## config.mk

```make
export PLATFORM = sky130hd
export DESIGN_NAME = gb_apu_i2s_tx
export DESIGN_NICKNAME = d
export VERILOG_FILES = /design/src/rtl/gb_apu_i2s_tx.sv
export SDC_FILE = /design/constraint.sdc
export NUM_CORES = 1
export LEC_CHECK = 0
export CAP_MARGIN = 25
export CORE_ASPECT_RATIO = 0.5
export CORE_MARGIN = 2
export CORE_UTILIZATION = 40
export CTS_CLUSTER_SIZE = 28
export DETAILED_ROUTE_END_ITERATION = 10
export MAX_ROUTING_LAYER = met4
export PLACE_DENSITY_LB_ADDON = 0.05
export SKIP_LAST_GASP = 1
export SLEW_MARGIN = 10
export SYNTH_ARGS = -nofsm -noshare
export SYNTH_HDL_FRONTEND = slang
export SYNTH_SLANG_ARGS = --single-unit
```

## constraint.sdc

```tcl
create_clock -name clk -period 4.5 [get_ports clk]
set_input_delay 0.9 -clock clk [delete_from_list [all_inputs] [get_ports clk]]
set_output_delay 0.9 -clock clk [all_outputs]
set_load 0.01 [all_outputs]
```

## src/rtl/gb_apu_i2s_tx.sv

```systemverilog
// gb_apu_i2s_tx
// Philips I2S transmitter for the gb_apu mixer outputs. BCLK, LRCLK and
// serial data are all derived from the APU system clock by integer division.
// One 32-bit frame ({left, right}, MSB first, two's complement) goes out
// every 64*BCLK_DIV clk cycles.
//
// Ports
//   clk              in   APU system clock, all state on its rising edge
//   reset            in   asynchronous, active-high reset
//   left[15:0]       in   left sample (signed), captured at frame load
//   right[15:0]      in   right sample (signed), captured at frame load
//   mute             in   when high at frame load the frame is all zeros
//   bclk_o           out  I2S bit clock (registered, 50% duty)
//   lrclk_o          out  I2S word select, 0 = left, 1 = right (registered)
//   sdata_o          out  I2S serial data (shift register MSB)
//   sample_strobe_o  out  one-clk pulse in the cycle after a frame load
module gb_apu_i2s_tx #(
  parameter int BCLK_DIV = 2
) (
  input  logic        clk,
  input  logic        reset,
  input  logic [15:0] left,
  input  logic [15:0] right,
  input  logic        mute,
  output logic        bclk_o,
  output logic        lrclk_o,
  output logic        sdata_o,
  output logic        sample_strobe_o
);

  // At least one bit wide even when BCLK_DIV = 1 (divider then stays at 0).
  localparam int DIV_W = (BCLK_DIV > 1) ? $clog2(BCLK_DIV) : 1;

  logic [DIV_W-1:0] r_div;
  logic             r_bclk;
  logic [4:0]       r_bit_cnt;
  logic             r_lrclk;
  logic [31:0]      r_shift;
  logic             r_strobe;

  logic             w_div_tc;
  logic             w_shift;
  logic [4:0]       w_bit_nxt;
  logic             w_load;
  logic             w_lrclk_nxt;

  assign w_div_tc    = (r_div == DIV_W'(BCLK_DIV - 1));
  // A terminal count while BCLK is high is the toggle to 0: the falling edge.
  assign w_shift     = w_div_tc && r_bclk;
  assign w_bit_nxt   = r_bit_cnt + 5'd1;
  assign w_load      = (r_bit_cnt == 5'd31);
  // Word select changes one bit ahead of each word's MSB.
  assign w_lrclk_nxt = (w_bit_nxt >= 5'd15) && (w_bit_nxt <= 5'd30);

  always_ff @(posedge clk or posedge reset) begin
    if (reset) begin
      r_div     <= '0;
      r_bclk    <= 1'b0;
      r_bit_cnt <= 5'd31;
      r_lrclk   <= 1'b0;
      r_shift   <= '0;
      r_strobe  <= 1'b0;
    end else begin
      r_strobe <= 1'b0;

      if (w_div_tc) begin
        r_div  <= '0;
        r_bclk <= ~r_bclk;
      end else begin
        r_div  <= r_div + DIV_W'(1);
      end

      if (w_shift) begin
        r_bit_cnt <= w_bit_nxt;
        r_lrclk   <= w_lrclk_nxt;
        if (w_load) begin
          r_shift  <= mute ? 32'd0 : {left, right};
          r_strobe <= 1'b1;
        end else begin
          r_shift  <= {r_shift[30:0], 1'b0};
        end
      end
    end
  end

  assign bclk_o          = r_bclk;
  assign lrclk_o         = r_lrclk;
  assign sdata_o         = r_shift[31];
  assign sample_strobe_o = r_strobe;

endmodule

```

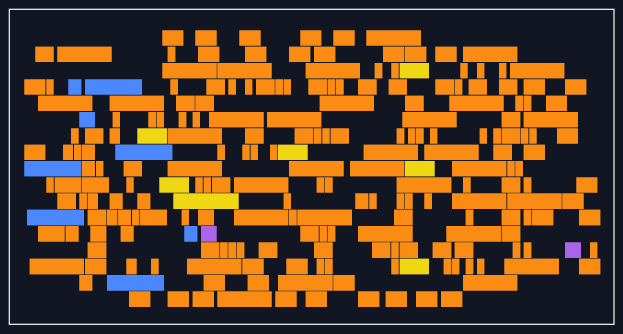
Run 1: cells by drive strength
Drawn at 6 px/µm.
legend:
  yellow:
    size: _6 and larger
    cells: 7
    share: 3.1%
  blue:
    size: _2 cells
    cells: 8
    share: 3.6%
  orange:
    size: _0 and _1 cells
    cells: 208
    share: 92%
  purple:
    size: _3 and _4 cells
    cells: 2
    share: 0.89%
area delta synth->final: 28.32%
count of plain and timing-repair buffers: 40

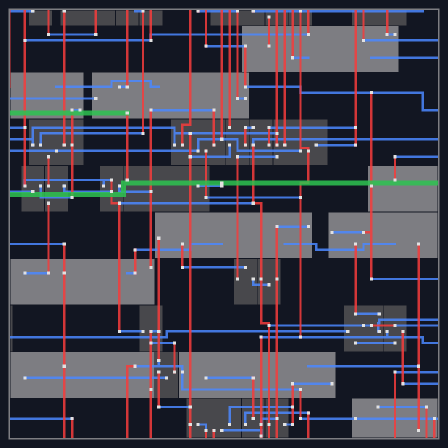
Run 1: a small window of the routed layout
Window x 38 to 63, y 14 to 39 µm. Cells in gray, sequential cells in the stronger gray; small squares are vias.
legend:
  green:
    layer: metal 3
  blue:
    layer: metal 1
  red:
    layer: metal 2
most frequent: nor2_1 (11), dfrtp_1 (8), a221oi_1 (4)
cells with their middle in the window: 26
sequential cells in the window: 8
netlist names of flops here include: r_shift (8)

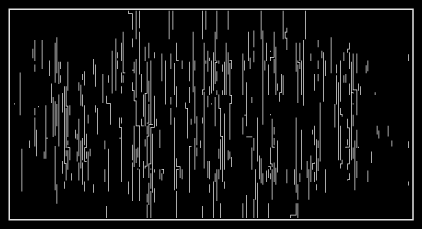
Run 1: signal wires on met2
Drawn at 4 px/µm.
main direction: vertical
share of all routed wire: 45%
nets with wire on the layer: 205
wire length on this layer: 1,790 µm
longest straight run: 24.5 µm

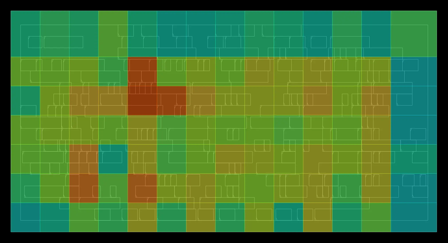
Run 1: track usage over the die
routed len/inst: 14.25 µm
global routing usage on met3: 0.05333

==> run summary, run 1 <==
Summary of the current implementation state.

- The final layout contains 263 nets.
- In this design, the stage delay of the slowest critical-path cell is 720 ps.
- The clock transition time at the flip-flop clock pins of the worst setup and hold paths is 80 ps, for reference.
- The depth of the most critical reg-to-reg path is 8, for reference.
- Per the detail_route report, DRC violations left total 0.
- The biggest slice of the area belongs to flip-flops and latches.
- The flow ran to the end, and the final reports show no timing, DRC or antenna violations.
- The final timing report derives a shortest allowable period of 2524 ps.
- The commonest register cell is sky130_fd_sc_hd__dfrtp_1.
- Per the synthesis report, the XOR/XNOR share of the synthesized area is 0.01879.
- The worst register-to-register path ends at r_shift[7].
- Looking at the reg2reg group, the worst path starts from r_bit_cnt[0].
- Counting stages on the worst path, the most repeated cell is sky130_fd_sc_hd__ha_1.
- For hold timing, the worst endpoint is r_shift[0].
- For this block, wires on met1 add up to 2.023 mm.
- The maximum fanout encountered on the critical timing path is 33, for reference.
- The cell resize tally after clock tree synthesis is 0, for reference.
- The final timing report lists clock skew as 8.573 ps.
- Global routing put the most usage on met2.
- The synthesis stat section lists a flop and latch total of 41.
- The number of antenna violations at the first check in global routing came to 0.
- In the final layout, the registers with the most flip-flops are r_shift: 32 flops, r_bit_cnt: 5 flops.
- Measured on the final layout, the clock distribution area share stands at 0.04864.
- Pin placement for this block handled 39 I/O pins.
- The number of clock buffers added by TritonCTS is 5.
==> run 1 -> run 2 <==
clock period = 2.1 ns   (was 4.5 ns; I/O delays follow)
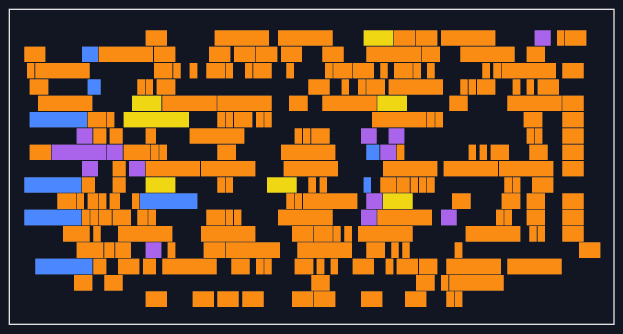
Run 2: cells by drive strength
Drawn at 6 px/µm.
legend:
  orange:
    size: _0 and _1 cells
    cells: 205
    share: 88%
  yellow:
    size: _6 and larger
    cells: 7
    share: 3.0%
  blue:
    size: _2 cells
    cells: 9
    share: 3.8%
  purple:
    size: _3 and _4 cells
    cells: 13
    share: 5.6%
count of plain and timing-repair buffers: 49
area delta synth->final: 32.82%
Worst Setup Slack, final: 4.937 ps
final standard cell area without fillers: 0.002476 mm²

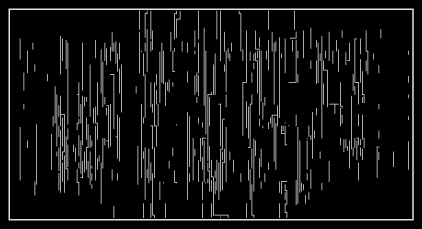
Run 2: signal wires on met2
Drawn at 4 px/µm.
main direction: vertical
longest straight run: 25.5 µm
met2 usage: 0.2752
vias: 1,555
Post-Route WL: 4.297 mm

==> run summary, run 2 <==
Summary of the current implementation state.

- The delay of the slowest cell on the worst path is 400 ps (was 720 ps), for reference.
- The portion of the layout cell area used by clock cells came to 0.04851 (was 0.04864).
- The post-synthesis instance total is 190 (unchanged), for reference.
- The multi-input logic area came to 767.0 µm² (was 754.5 µm²).
- The type of element launching the critical path is a register (unchanged), for reference.
- The launching element of the worst setup path is r_bit_cnt[0] (unchanged).
- The total I/O pin count was 39 (unchanged).
- The clock buffer count from CTS came to 5 (unchanged).
- The met3 track demand over resource in global routing is 0.05467 (was 0.05333).
- The number of antenna violations at the first check in global routing is 0 (unchanged), for reference.
- The maximum fanout encountered on the critical timing path was 3 (was 33).
- The dominant delay contributor by cell family on the critical path was simple AND/OR/NAND/NOR gates (was buffers and inverters).
- The capture endpoint of the worst hold path is r_shift[0] (unchanged).
- The area fraction in compound gates is 0.1651 (unchanged), for reference.
- The fraction of final layout cells sized beyond drive strength 1 came to 0.1239 (was 0.07556).
- The most instantiated flip-flop cell in the synthesis netlist is sky130_fd_sc_hd__dfrtp_1 (unchanged).
- Status: finished clean (unchanged).
- The final setup skew is 11.91 ps (was 8.573 ps), for reference.
- The biggest area consumer among cell classes is flip-flops and latches (unchanged).
- The cell resize tally after clock tree synthesis came to 0 (unchanged).
- The parity-gate share of the synthesized area counting xor and xnor cells is 0.01879 (unchanged).
- The number of cells on the critical path came to 7 (was 8).
- The destination of the worst register-to-register timing path is lrclk_o (was r_shift[7]), for reference.
- The length of routed wiring on met1 came to 2.108 mm (was 2.023 mm).
- The critical register-to-register path startpoint was r_bit_cnt[0] (unchanged).
- The total routing usage reported by global routing came to 0.1888 (was 0.1693).
- The TritonCTS clock tree is done (unchanged), for reference.
- The average wire per cell in the routed design is 14.77 µm (was 14.25 µm), for reference.
- The number of synthesized register bits is 41 (unchanged), for reference.
- The number of nets in the finished design came to 272 (was 263).
- The non-clock inverter instance count of the final layout is 6 (unchanged), for reference.
- The number of global-route vias before repair is 1,515 (was 1,459), for reference.
- The residual DRC count came to 0 (unchanged).
- Largest registers ranked by flip-flop count: r_shift: 32 flops, r_bit_cnt: 5 flops (unchanged).
